### Zoomed window

Bar = 5 um. Window x 117 to 137, y 168 to 188 um. Cells in gray, sequential cells in the stronger gray; small squares are vias.
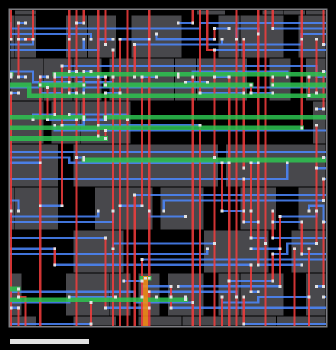
### Wire density map

25 x 25 tiles, from white (low) to dark blue (high), scaled to the fullest tile. Values are wire area over tile area, all layers added.
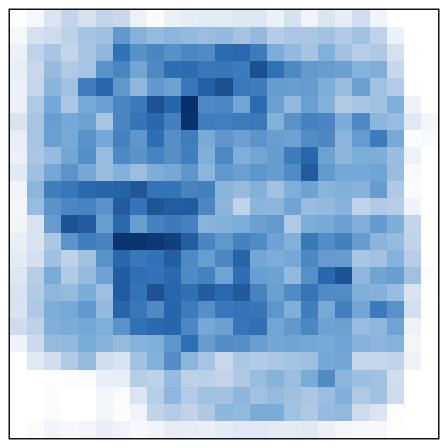
### Pin placement

Bar = 100 um. Pins as bars across the die edge, other pins in gray.
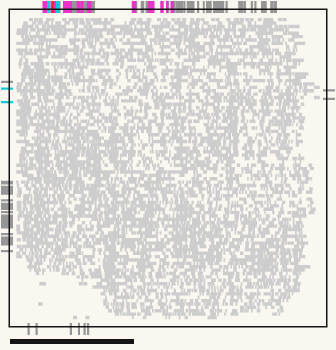
### Clock routing

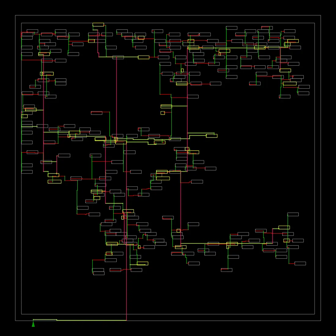
$ cat src/rtl/mdu_pkg.sv
// Shared constants and types for the iterative multiply/divide unit.
package mdu_pkg;

  localparam int WIDTH_DEF = 32;

  localparam logic [5:0] F_MULT  = 6'b011000;
  localparam logic [5:0] F_MULTU = 6'b011001;
  localparam logic [5:0] F_DIV   = 6'b011010;
  localparam logic [5:0] F_DIVU  = 6'b011011;
  localparam logic [5:0] F_MTHI  = 6'b010001;
  localparam logic [5:0] F_MTLO  = 6'b010011;

  typedef enum logic [2:0] {
    S_IDLE,
    S_MUL,
    S_DIV,
    S_FIX,
    S_DONE
  } state_t;

  // The four multi-cycle ops are exactly the funct codes 0110xx.
  function automatic logic is_muldiv(input logic [5:0] f);
    return f[5:2] == 4'b0110;
  endfunction

endpackage

$ cat src/rtl/mdu_shift_core.sv
// Iterative datapath: shift-add multiply or restoring divide, one bit per step,
// on unsigned magnitudes. Mode is captured from is_div on each step/load.
module mdu_shift_core
  import mdu_pkg::*;
#(
  parameter int WIDTH = WIDTH_DEF
) (
  input  logic                 clk,
  input  logic                 rst,
  input  logic                 load,
  input  logic                 step,
  input  logic                 is_div,
  input  logic [WIDTH-1:0]     opnd_a,
  input  logic [WIDTH-1:0]     opnd_b,
  output logic [2*WIDTH-1:0]   acc,
  output logic                 last
);

  localparam int CW = $clog2(WIDTH);

  logic [WIDTH-1:0]   opnd;
  logic [CW-1:0]      cnt;
  logic [WIDTH:0]     add, rem_sh, diff;
  logic [2*WIDTH-1:0] acc_nx;

  always_comb begin
    add    = acc[0] ? ({1'b0, acc[2*WIDTH-1:WIDTH]} + {1'b0, opnd})
                    : {1'b0, acc[2*WIDTH-1:WIDTH]};
    rem_sh = acc[2*WIDTH-1:WIDTH-1];
    diff   = rem_sh - {1'b0, opnd};
    // A borrow out of the (WIDTH+1)-bit subtract means the divisor did not fit.
    if (is_div) begin
      if (!diff[WIDTH]) acc_nx = {diff[WIDTH-1:0], acc[WIDTH-2:0], 1'b1};
      else              acc_nx = {rem_sh[WIDTH-1:0], acc[WIDTH-2:0], 1'b0};
    end else begin
      acc_nx = {add, acc[WIDTH-1:1]};
    end
    last = (cnt == '0);
  end

  always_ff @(posedge clk or negedge rst) begin
    if (!rst) begin
      acc  <= '0;
      opnd <= '0;
      cnt  <= '0;
    end else if (load) begin
      opnd <= is_div ? opnd_b : opnd_a;
      acc  <= {{WIDTH{1'b0}}, (is_div ? opnd_a : opnd_b)};
      cnt  <= CW'(WIDTH - 1);
    end else if (step) begin
      acc  <= acc_nx;
      cnt  <= cnt - 1'b1;
    end
  end

endmodule

$ cat src/rtl/mult_div_unit.sv
// MIPS multiply/divide unit: FSM, sign handling and the architectural HI/LO.
//   state  | meaning
//   S_IDLE | waiting for start
//   S_MUL  | shift-add iterations
//   S_DIV  | restoring-divide iterations
//   S_FIX  | sign correction, HI/LO write
//   S_DONE | done pulse; accepts start like S_IDLE
module mult_div_unit
  import mdu_pkg::*;
#(
  parameter int WIDTH = WIDTH_DEF
) (
  input  logic             clk,
  input  logic             rst,
  input  logic             start,
  input  logic [5:0]       func,
  input  logic [WIDTH-1:0] a,
  input  logic [WIDTH-1:0] b,
  output logic             busy,
  output logic             done,
  output logic             div0,
  output logic [WIDTH-1:0] hi,
  output logic [WIDTH-1:0] lo
);

  state_t             state;
  logic               op_div, neg_res, neg_rem, zero_div;
  logic [WIDTH-1:0]   a_raw;
  logic               take, is_md, is_dv, b_zero, a_neg, b_neg;
  logic               load, step, is_div, last;
  logic [WIDTH-1:0]   a_abs, b_abs, quo, rem;
  logic [2*WIDTH-1:0] acc, prod;

  always_comb begin
    take   = start && (state == S_IDLE || state == S_DONE);
    is_md  = is_muldiv(func);
    is_dv  = func[1];
    b_zero = (b == '0);
    a_neg  = ~func[0] & a[WIDTH-1];
    b_neg  = ~func[0] & b[WIDTH-1];
    a_abs  = a_neg ? -a : a;
    b_abs  = b_neg ? -b : b;
    load   = take && is_md && !(is_dv && b_zero);
    step   = (state == S_MUL) || (state == S_DIV);
    is_div = load ? is_dv : (state == S_DIV);
    quo    = acc[WIDTH-1:0];
    rem    = acc[2*WIDTH-1:WIDTH];
    prod   = neg_res ? -acc : acc;
  end

  mdu_shift_core #(.WIDTH(WIDTH)) u_core (
    .clk    (clk),
    .rst    (rst),
    .load   (load),
    .step   (step),
    .is_div (is_div),
    .opnd_a (a_abs),
    .opnd_b (b_abs),
    .acc    (acc),
    .last   (last)
  );

  always_ff @(posedge clk or negedge rst) begin
    if (!rst) begin
      state    <= S_IDLE;
      busy     <= 1'b0;
      done     <= 1'b0;
      div0     <= 1'b0;
      hi       <= '0;
      lo       <= '0;
      op_div   <= 1'b0;
      neg_res  <= 1'b0;
      neg_rem  <= 1'b0;
      zero_div <= 1'b0;
      a_raw    <= '0;
    end else begin
      done <= 1'b0;
      case (state)
        S_IDLE, S_DONE: begin
          state <= S_IDLE;
          if (take && is_md) begin
            busy     <= 1'b1;
            div0     <= 1'b0;
            op_div   <= is_dv;
            neg_res  <= a_neg ^ b_neg;
            neg_rem  <= a_neg;
            zero_div <= is_dv && b_zero;
            a_raw    <= a;
            if (is_dv && b_zero) state <= S_FIX;
            else if (is_dv)      state <= S_DIV;
            else                 state <= S_MUL;
          end else if (take && func == F_MTHI) begin
            hi   <= a;
            div0 <= 1'b0;
          end else if (take && func == F_MTLO) begin
            lo   <= a;
            div0 <= 1'b0;
          end
        end
        S_MUL, S_DIV: begin
          if (last) state <= S_FIX;
        end
        S_FIX: begin
          busy  <= 1'b0;
          done  <= 1'b1;
          state <= S_DONE;
          if (zero_div) begin
            hi   <= a_raw;
            lo   <= '1;
            div0 <= 1'b1;
          end else if (op_div) begin
            lo <= neg_res ? -quo : quo;
            hi <= neg_rem ? -rem : rem;
          end else begin
            {hi, lo} <= prod;
          end
        end
        default: state <= S_IDLE;
      endcase
    end
  end

endmodule

$ cat config.mk
export PLATFORM = sky130hd
export DESIGN_NAME = mult_div_unit
export DESIGN_NICKNAME = d
export VERILOG_FILES = /design/src/rtl/mdu_pkg.sv /design/src/rtl/mdu_shift_core.sv /design/src/rtl/mult_div_unit.sv
export SDC_FILE = /design/constraint.sdc
export NUM_CORES = 1
export LEC_CHECK = 0
export ABC_AREA = 1
export CORE_MARGIN = 5
export CORE_UTILIZATION = 35
export DETAILED_ROUTE_END_ITERATION = 8
export HOLD_SLACK_MARGIN = 0.06
export PLACE_DENSITY = 0.55
export SETUP_SLACK_MARGIN = 0.1
export SYNTH_ARGS = -nofsm -noshare
export SYNTH_HDL_FRONTEND = slang
export SYNTH_SLANG_ARGS = --single-unit
$ cat constraint.sdc
create_clock -name clk -period 2.1 [get_ports clk]
set_input_delay 0.525 -clock clk [delete_from_list [all_inputs] [get_ports clk]]
set_output_delay 0.525 -clock clk [all_outputs]
set_load 0.01 [all_outputs]
==> flow_metrics.py <==
# Synthesis and PnR figures
metrics = {
    "run_status": {
        "status": "complete, but fails checks",
        "violations": "setup timing",
    },
    "final_layout": {
        "mostFrequentLayoutCell": "nand2_1",
        "utilization_pct": 58.26,
        "area_growth_pct": 65.10,
        "largest_reg_flops": 64,
        "nets": 4803,
        "comb_share_pct": 46.33,
        "n_all_buffers": 1061,
        "stdcell_area_um2": 34390,
        "largest-register": "u_core.acc",
        "largestClassByArea": "logic gates",
        "sh_seq_area_pct": 15.11,
        "stdcell_count": 5451,
        "ff_latch_area_um2": 5196,
        "clock_cell_area_share_pct": 2.740,
        "comb_cells": 2864,
        "clock_buffer_count": 36,
        "inverters": 497,
        "buffer_area_share_pct": 27.40,
        "drive_above_1_share_pct": 34.40,
        "combGateArea_um2": 15930,
        "numSequentialCells": 207,
    },
    "detailed_routing": {
        "met1_length_um": 48540,
        "routed-wl-met2_um": 48790,
        "dr_wl_met3_um": 10410,
        "topRoutingLayerUsed": "met5",
        "drc_errors": 0,
        "viasPerCell": 5.132,
        "wl_per_cell_um": 20.52,
        "drt_first_pass_iters": 6,
        "final_antenna_net_count": 0,
        "wirelength_um": 111900,
        "routed-via-count": 27974,
    },
    "clocking": {
        "post_cts_resized": 604,
        "cts_tree": "yes",
        "cts_setup_buffers": 68,
        "clk_pin_slew_ns": 0.06,
        "clkLatencyLatePin_ns": 0.57,
        "cts-root-buf": "clkbuf_16",
        "clock_path_buffers": 3,
        "cts_buffers": 27,
        "ctsHtreeMaxLevel": 1,
        "cts_hold_buf": 1,
    },
    "critical_path": {
        "worstPathRequired_ns": 2.60,
        "worstSetupStartpoint": "u_core.opnd[0]$_DFFE_PN0P_",
        "reg2reg_slack_ns": -0.34,
        "worst-path-stages": 18,
        "worstPathMaxFanout": 12,
        "crit_top_cell": "nand2_1",
        "crit_buf_inv": 2,
        "cp_slowest_cell": "fa_2",
        "critPathLaunchType": "flop",
        "timing.rr.end": "u_core.acc[46]$_DFFE_PN0P_",
        "r2r_start": "u_core.opnd[0]$_DFFE_PN0P_",
        "cp-endpoint": "u_core.acc[46]$_DFFE_PN0P_",
        "ff2ff_path_depth": 18,
        "path_class": "flop to flop",
        "critPathTopFamily": "simple AND/OR/NAND/NOR gates",
    },
    "floorplan": {
        "nWellTaps": 773,
        "core_region_area_um2": 59020,
        "fp.dieH_um": 253.9,
        "pin_count": 140,
        "std_cell_rows": 89,
        "fp_util_pct": 35.29,
        "dieArea_um2": 64490,
        "die_w_um": 253.9,
    },
    "global_routing": {
        "antenna_found_initial": 2,
        "grt_max_degree": 57,
        "grtUsageMet1_pct": 47.47,
        "grt_pass1_wl_um": 162500,
        "grt.busiest_layer": "met2",
        "grt_util_met2_pct": 51.39,
        "grt_usage_pct": 33.12,
    },
    "synth": {
        "yosysCellCount": 3688,
        "syn_inst": 3688,
        "yosysChipArea_um2": 20830,
        "most_common_cell": "nand2_1",
        "floorplan.nets": 3833,
        "yosysTopAreaCellShare_pct": 25.66,
        "mux_share_pct": 0.05407,
        "synth.largest_area_cell": "nand2_1",
        "ys_types": 44,
        "netlist_area_um2": 20830,
        "topCombFamilyByArea": "simple AND/OR/NAND/NOR gates",
        "edf_count": 0,
        "async_reset_ff_share_pct": 100.0,
        "simple_gate_share_pct": 43.88,
        "ys_sh_aoi_pct": 12.13,
        "synth_adder_area_share_pct": 4.397,
        "ys.warnings.count": 0,
        "ys_seq_share_pct": 24.87,
        "topCellsByArea": "nand2_1, dfrtp_1, inv_1",
        "common_cells": "nand2_1, inv_1, nor2_1",
        "xor_share_pct": 2.902,
        "synth-seq-cells": 207,
        "avgSynthCellArea_um2": 5.647,
        "ff_type": "dfrtp_1",
    },
    "timing": {
        "holdWs_ns": 0.4591,
        "final.min_clock_period_ns": 2.444,
        "setup_violations": 33,
        "fin_skew_ns": 0.01240,
        "fin_setup_tns_ns": -9.895,
        "worst_pin_slew_ns": 0.5749,
        "report.final.slew_viol_count": 0,
        "fmax_mhz": 409.1,
        "finalHoldViolCount": 0,
        "timing.slew.headroom_pct": 61.68,
        "rsz0062_at_grt": "yes",
        "setup_slack_ns": -0.3443,
    },
    "place": {
        "gp_congestion": 1.021,
        "dp_cells": 5285,
        "dpl.hpwl_um": 88350,
        "pre_cts_ws_ns": -0.8277,
        "placed_area_um2": 29080,
        "io_buffer_count": 139,
    },
    "pwr": {
        "seq_cell_power_mw": 7.22,
        "p_int_mw": 27.42,
        "powerDensity_nw_per_um2": 1619,
        "power.total_mw": 55.66,
        "pwr-share-seq_pct": 13.0,
        "power.switching_mw": 28.23,
        "netSwitchingFraction_pct": 50.73,
        "maxPowerGroup": "combinational cells",
        "p_comb_mw": 43.4,
        "comb_power_share_pct": 78.0,
        "p_clk_share_pct": 9.0,
        "cellLeakagePower_nw": 18.09,
    },
    "flow_run": {
        "maxCapViolCount": 0,
        "warning_count": 30,
    },
    "worst_hold_path": {
        "worstHoldPathType": "input port to flop",
        "worstHoldEndpoint": "neg_rem$_DFFE_PN0P_",
        "whs_path_depth": 4,
        "min-delay-start": "func[0]",
    },
}
-- 'Zoomed window' (at the start) --
layer	color
M3	green
M4	orange
M2	red
M1	blue
sequential cells in the window	0
cells with their middle in the window	37
most frequent	nand2_1 (5), buf_4 (5), nor2_1 (4)

-- 'Wire density map' (at the start) --
nearly empty tiles	7.7%
emptiest ninth of the die	bottom left
tiles over half the peak	42%

-- 'Pin placement' (at the start) --
port	color	pins	direction	edge
`func`	cyan	6	input	4 top, 2 left
`lo`	magenta	32	output	top
`start`	red	1	input	top

-- 'Clock routing' (at the start) --
clock sinks: 207
Clk power: 5.01 mW

Power is estimated from default activity; no workload was simulated.
